Fig. 1: wiring by layer
The bar under the picture is 50 um long.
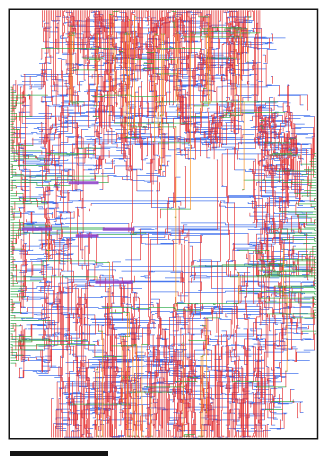
Fig. 2: routed clock nets over the placement
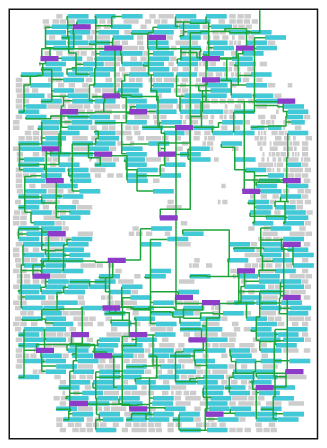
Fig. 3: placed standard cells
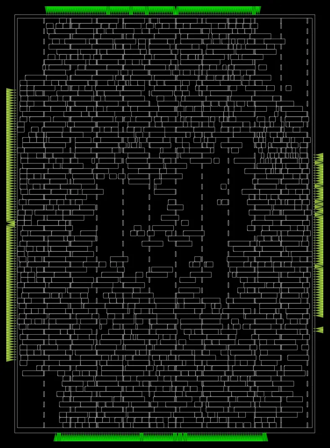
Fig. 4: ports around the boundary
Pins as bars across the die edge, other pins in gray.
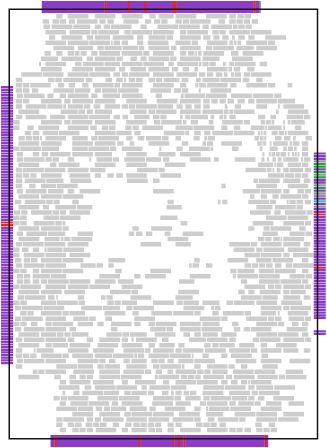
Fig. 5: nets reached from selected ports
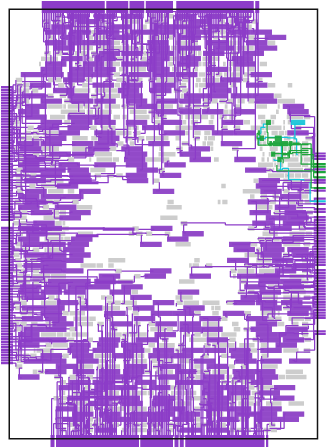
[src/rtl/psum_serializer.sv]
`default_nettype none
// ============================================================================
// Module      : psum_serializer
// Description : Captures up to MAX_OC parallel psums in one cycle and streams
//               them, highest lane first, onto a single valid/ready line.
// Revision    : 1.0 - initial release
// ============================================================================
module psum_serializer #(
    parameter int DATA_W = 16,
    parameter int MAX_OC = 24,
    parameter int OC_W   = 5
) (
    input  logic                     clk,
    input  logic                     rst,
    input  logic                     load,
    output logic                     load_ready,
    input  logic [OC_W-1:0]          oc,
    input  logic [MAX_OC*DATA_W-1:0] d_in,
    output logic [DATA_W-1:0]        out_data,
    output logic                     out_valid,
    input  logic                     out_ready,
    output logic                     out_last,
    output logic                     done
);

    localparam logic [0:0]      S_IDLE   = 1'b0;
    localparam logic [0:0]      S_SEND   = 1'b1;
    localparam logic [OC_W-1:0] C_MAX_OC = OC_W'(MAX_OC);
    localparam logic [OC_W-1:0] C_ONE    = OC_W'(1);

    logic [0:0]                    state_q, state_d;
    logic [OC_W-1:0]               idx_q, idx_d;
    logic                          done_q, done_d;
    logic [MAX_OC-1:0][DATA_W-1:0] buf_q, buf_d;
    logic [OC_W-1:0]               w_n;

    // Oversized requests are clamped rather than flagged.
    assign w_n = (oc > C_MAX_OC) ? C_MAX_OC : oc;

    always_comb begin
        state_d = state_q;
        idx_d   = idx_q;
        buf_d   = buf_q;
        done_d  = 1'b0;
        case (state_q)
            S_IDLE: begin
                if (load) begin
                    buf_d = d_in;
                    if (w_n == '0) begin
                        done_d = 1'b1;
                    end else begin
                        idx_d   = w_n - C_ONE;
                        state_d = S_SEND;
                    end
                end
            end
            S_SEND: begin
                if (out_ready) begin
                    if (idx_q == '0) begin
                        state_d = S_IDLE;
                        done_d  = 1'b1;
                    end else begin
                        idx_d = idx_q - C_ONE;
                    end
                end
            end
            default: state_d = S_IDLE;
        endcase
    end

    always_ff @(posedge clk) begin
        if (rst) begin
            state_q <= S_IDLE;
            idx_q   <= '0;
            done_q  <= 1'b0;
        end else begin
            state_q <= state_d;
            idx_q   <= idx_d;
            done_q  <= done_d;
        end
    end

    // Payload needs no reset; out_data is masked whenever no beat is valid.
    always_ff @(posedge clk) begin
        buf_q <= buf_d;
    end

    assign load_ready = (state_q == S_IDLE);
    assign out_valid  = (state_q == S_SEND);
    assign out_last   = out_valid && (idx_q == '0);
    assign out_data   = out_valid ? buf_q[idx_q] : '0;
    assign done       = done_q;

endmodule
`default_nettype wire

[config.mk]
export PLATFORM = sky130hd
export DESIGN_NAME = psum_serializer
export DESIGN_NICKNAME = d
export VERILOG_FILES = /design/src/rtl/psum_serializer.sv
export SDC_FILE = /design/constraint.sdc
export NUM_CORES = 1
export LEC_CHECK = 0
export CAP_MARGIN = 10
export CORE_ASPECT_RATIO = 1.4
export CORE_UTILIZATION = 45
export DETAILED_ROUTE_END_ITERATION = 12
export HOLD_SLACK_MARGIN = 0.08
export PLACE_DENSITY = 0.81
export SYNTH_ARGS = -nofsm -noshare
export SYNTH_HDL_FRONTEND = slang
export SYNTH_SLANG_ARGS = --single-unit
export TNS_END_PERCENT = 100
[constraint.sdc]
create_clock -name clk -period 28 [get_ports clk]
set_input_delay 2.8 -clock clk [delete_from_list [all_inputs] [get_ports clk]]
set_output_delay 2.8 -clock clk [all_outputs]
set_load 0.05 [all_outputs]
==> results.txt <==
Status on the layout run. The run finished with clean final reports. Net total in the final layout landed at between 1.5k and 2k. Ranked by total cell area, the synthesized netlist is headed by sky130_fd_sc_hd__edfxtp_1 76%, sky130_fd_sc_hd__mux4_2 12%, sky130_fd_sc_hd__mux2i_1 3.6%. Routability congestion estimate from global placement landed at around 0.83. The routed wirelength on the met1 layer is recorded as ~14 mm. Count of non-filler cells in the finished layout landed at 1598. Relative contribution of the clock network to total power landed at about a third. Sum of met2 wire segment lengths after detailed routing landed at between 20 and 25 mm. Worst relative slew slack landed at a little under a fifth. In this run the cell area measured after placement is 19720 sq um. STA lists the maximum fanout along the critical path as between 50 and 60. Routing resource usage on met2 recorded by global route was about 38%. Once layout is complete, the utilization of the core stands at between 60% and 70%.

The report lists the number of cells resized after CTS as 0. Total core area landed at approximately 33000 sq um. Fraction of the cycle the final worst path needs landed at about a quarter.

Number of sequential cells landed at approximately 390. Part of the total power dissipated in sequential elements landed at 50.9%. Static timing analysis puts the maximum clock frequency at 148.6 MHz.

The repair_antennas step left the layout with diodes totalling 17. After synthesis, the share of flip-flops with an asynchronous set or reset is 0%. Half-perimeter wire length of the detailed placement result landed at 26.78 mm. Worst hold slack across all endpoints landed at 0.6578 ns. Number of clock-tree buffers in the layout landed at between 50 and 60. Floorplan net count landed at around 1.1k. The synth_stat.txt file lists the number of cells as 687.

The critical path is of the reg2out type. Area share of and/or/nand/nor cells after synthesis landed at under 10%. The synthesis log from Yosys contains 0 warnings. Net switching is a little under a quarter of the power. The overall die size recorded for this design is approximately 35000 sq um.

Sum of internal, switching and leakage power landed at about 1400 uW. STA puts the critical path data required time at about 25 ns. Walking the worst path, the cells encountered are buf_4, mux2i_1, o21bai_1, o22ai_1, or3_1, o221ai_1, clkdlybuf4s50_1.

By area, the class that comes first in the final layout consists of flip-flops and latches. The area recorded from the Yosys report for this design is between 15000 and 20000 sq um. Setup repair after global routing left no endpoint under its margin. Per the synth stats, the flop cell with the highest instance count is sky130_fd_sc_hd__edfxtp_1. Transition time of the tightest slew-check pin landed at around 1.2 ns. The registers reported with the highest flop counts are buf_q (384), idx_q (5). Area of the mapped netlist landed at about 15000 sq um. The most frequently used library cell after synthesis is sky130_fd_sc_hd__edfxtp_1. The post-synth count of flops with an enable pin is about 380. Share of total power in combinational logic landed at 14.5%. Share of post-route cells with drive strength above 1 landed at roughly 14%. Total number of warnings across the stage logs landed at 29. By area, the combinational part of the netlist is dominated by multiplexers. Total clock buffers created by CTS landed at 38. For this run, the detailed router's first-pass iteration total came to 5.

Total internal power landed at between 1000 and 1500 uW. Largest net degree at the start of global routing landed at 219. STA classifies the critical path endpoint as an output port. CTS placed an instance of sky130_fd_sc_hd__clkbuf_16 at the clock tree root. Ranked by flip-flop count, first place goes to buf_q.

Area growth from synthesis to layout landed at 37.70%. Per the post-route antenna check, the number of violating nets is 0. Data arrival at the endpoint of the critical path landed at about 4 ns. The horizontal die dimension reported for this design is between 150 and 200 um. Number of cells traversed by the worst hold path landed at 2.

For this run, combinational gates with multiple inputs come to ~260. Per the detail_route log, the uppermost layer with routed signals is met5. Adder-cell share of the synthesized area landed at less than 1%.

The startpoint identified for the worst register-to-register timing path is out_valid$_SDFF_PP0_. Final worst clock skew landed at approximately 0.014 ns. For this run, design rule violations remaining after detail routing come to 0. According to the timing report, the critical path is captured at out_data[15]. The synthesized netlist handed to floorplanning was reported with a cell count of around 690.

Remaining global-route overflow landed at 0. The script reports the combined buffer and inverter count of the critical path as 2. The smallest clock period supported by the final layout is computed as just under 7 ns. Quantity of I/O buffers inserted on ports landed at 412. Per the placement report, the placed cell count is approximately 1.5k. The detailed router finished its first iteration with ~580 violations. Multiplexer fraction of the synthesized cell area landed at about 17%. Final worst slack landed at around 21 ns. The run reported a max-capacitance violation count of 0.
## Picture notes: Fig. 1
Purple shows met5, wire length 69.9 um. Blue shows met1, wire length 13800 um. Red shows met2, wire length 20.3 mm. Green shows met3, wire length 2750 um. Orange shows met4, wire length 1830 um.

## Picture notes: Fig. 2
Cyan shows flip-flops, count 391. Green shows clock wires, length 4480 um. Purple shows cells driving clock nets, count 38.
Position of the flops: widely spread. There are 39 routed clock nets.

## Picture notes: Fig. 3
sequential share of cell area: 55.83%
# Taps: 445
number of fill cells in the layout: 2347
Rows: 79

## Picture notes: Fig. 4
Cyan shows out_valid, pins 1, direction output, edge east. Red shows out_data, pins 16, direction output, edge 6 north, 6 south, 2 west, 2 east. Purple shows d_in, pins 384, direction input, edge 115 south, 115 north, 103 west, 51 east. Green shows oc, pins 5, direction input, edge east.

## Picture notes: Fig. 5
Green shows oc, direction input, end cells 10, buffers 5, wire 238 um. Cyan shows out_valid, direction output, end cells 1, buffers 1, wire 114 um. Purple shows d_in, direction input, end cells 384, buffers 384, wire 15500 um.

==> cells in the final DEF (no fill, tap or decap), drive strengths merged, types with 2 or more instances in the layout <==
cell type      Yosys  layout
nor2b              3       3
mux2              13      13
a21oi             10      10
a31oi              3       3
clkbuf             7      51
clkinv             0      12
nand3b             2       2
nor3               3       3
o22ai              6       6
buf               30       8
edfxtp           384     384
o22a              10      10
diode              0      17
mux2i             55      55
clkinvlp           0       2
and2               3       3
nand3              3       3
mux4              84      84
o21ai             16      16
nor2               6       6
o221ai             6       6
o21bai             6       6
dfxtp              7       7
clkdlybuf4s50      0     412
nand2             11      11
or3                7       7
==> power by group through the flow <==
stage	sequential, uW	clock [uW]	combinational (uW)
after floorplan	722	0	123
after global placement	724	0	201
after detailed placement	726	0	205
after CTS	715	493	206
after global routing	718	513	217
final	714	484	204
Power figures rest on the tool's default switching activity, not on a simulated workload.
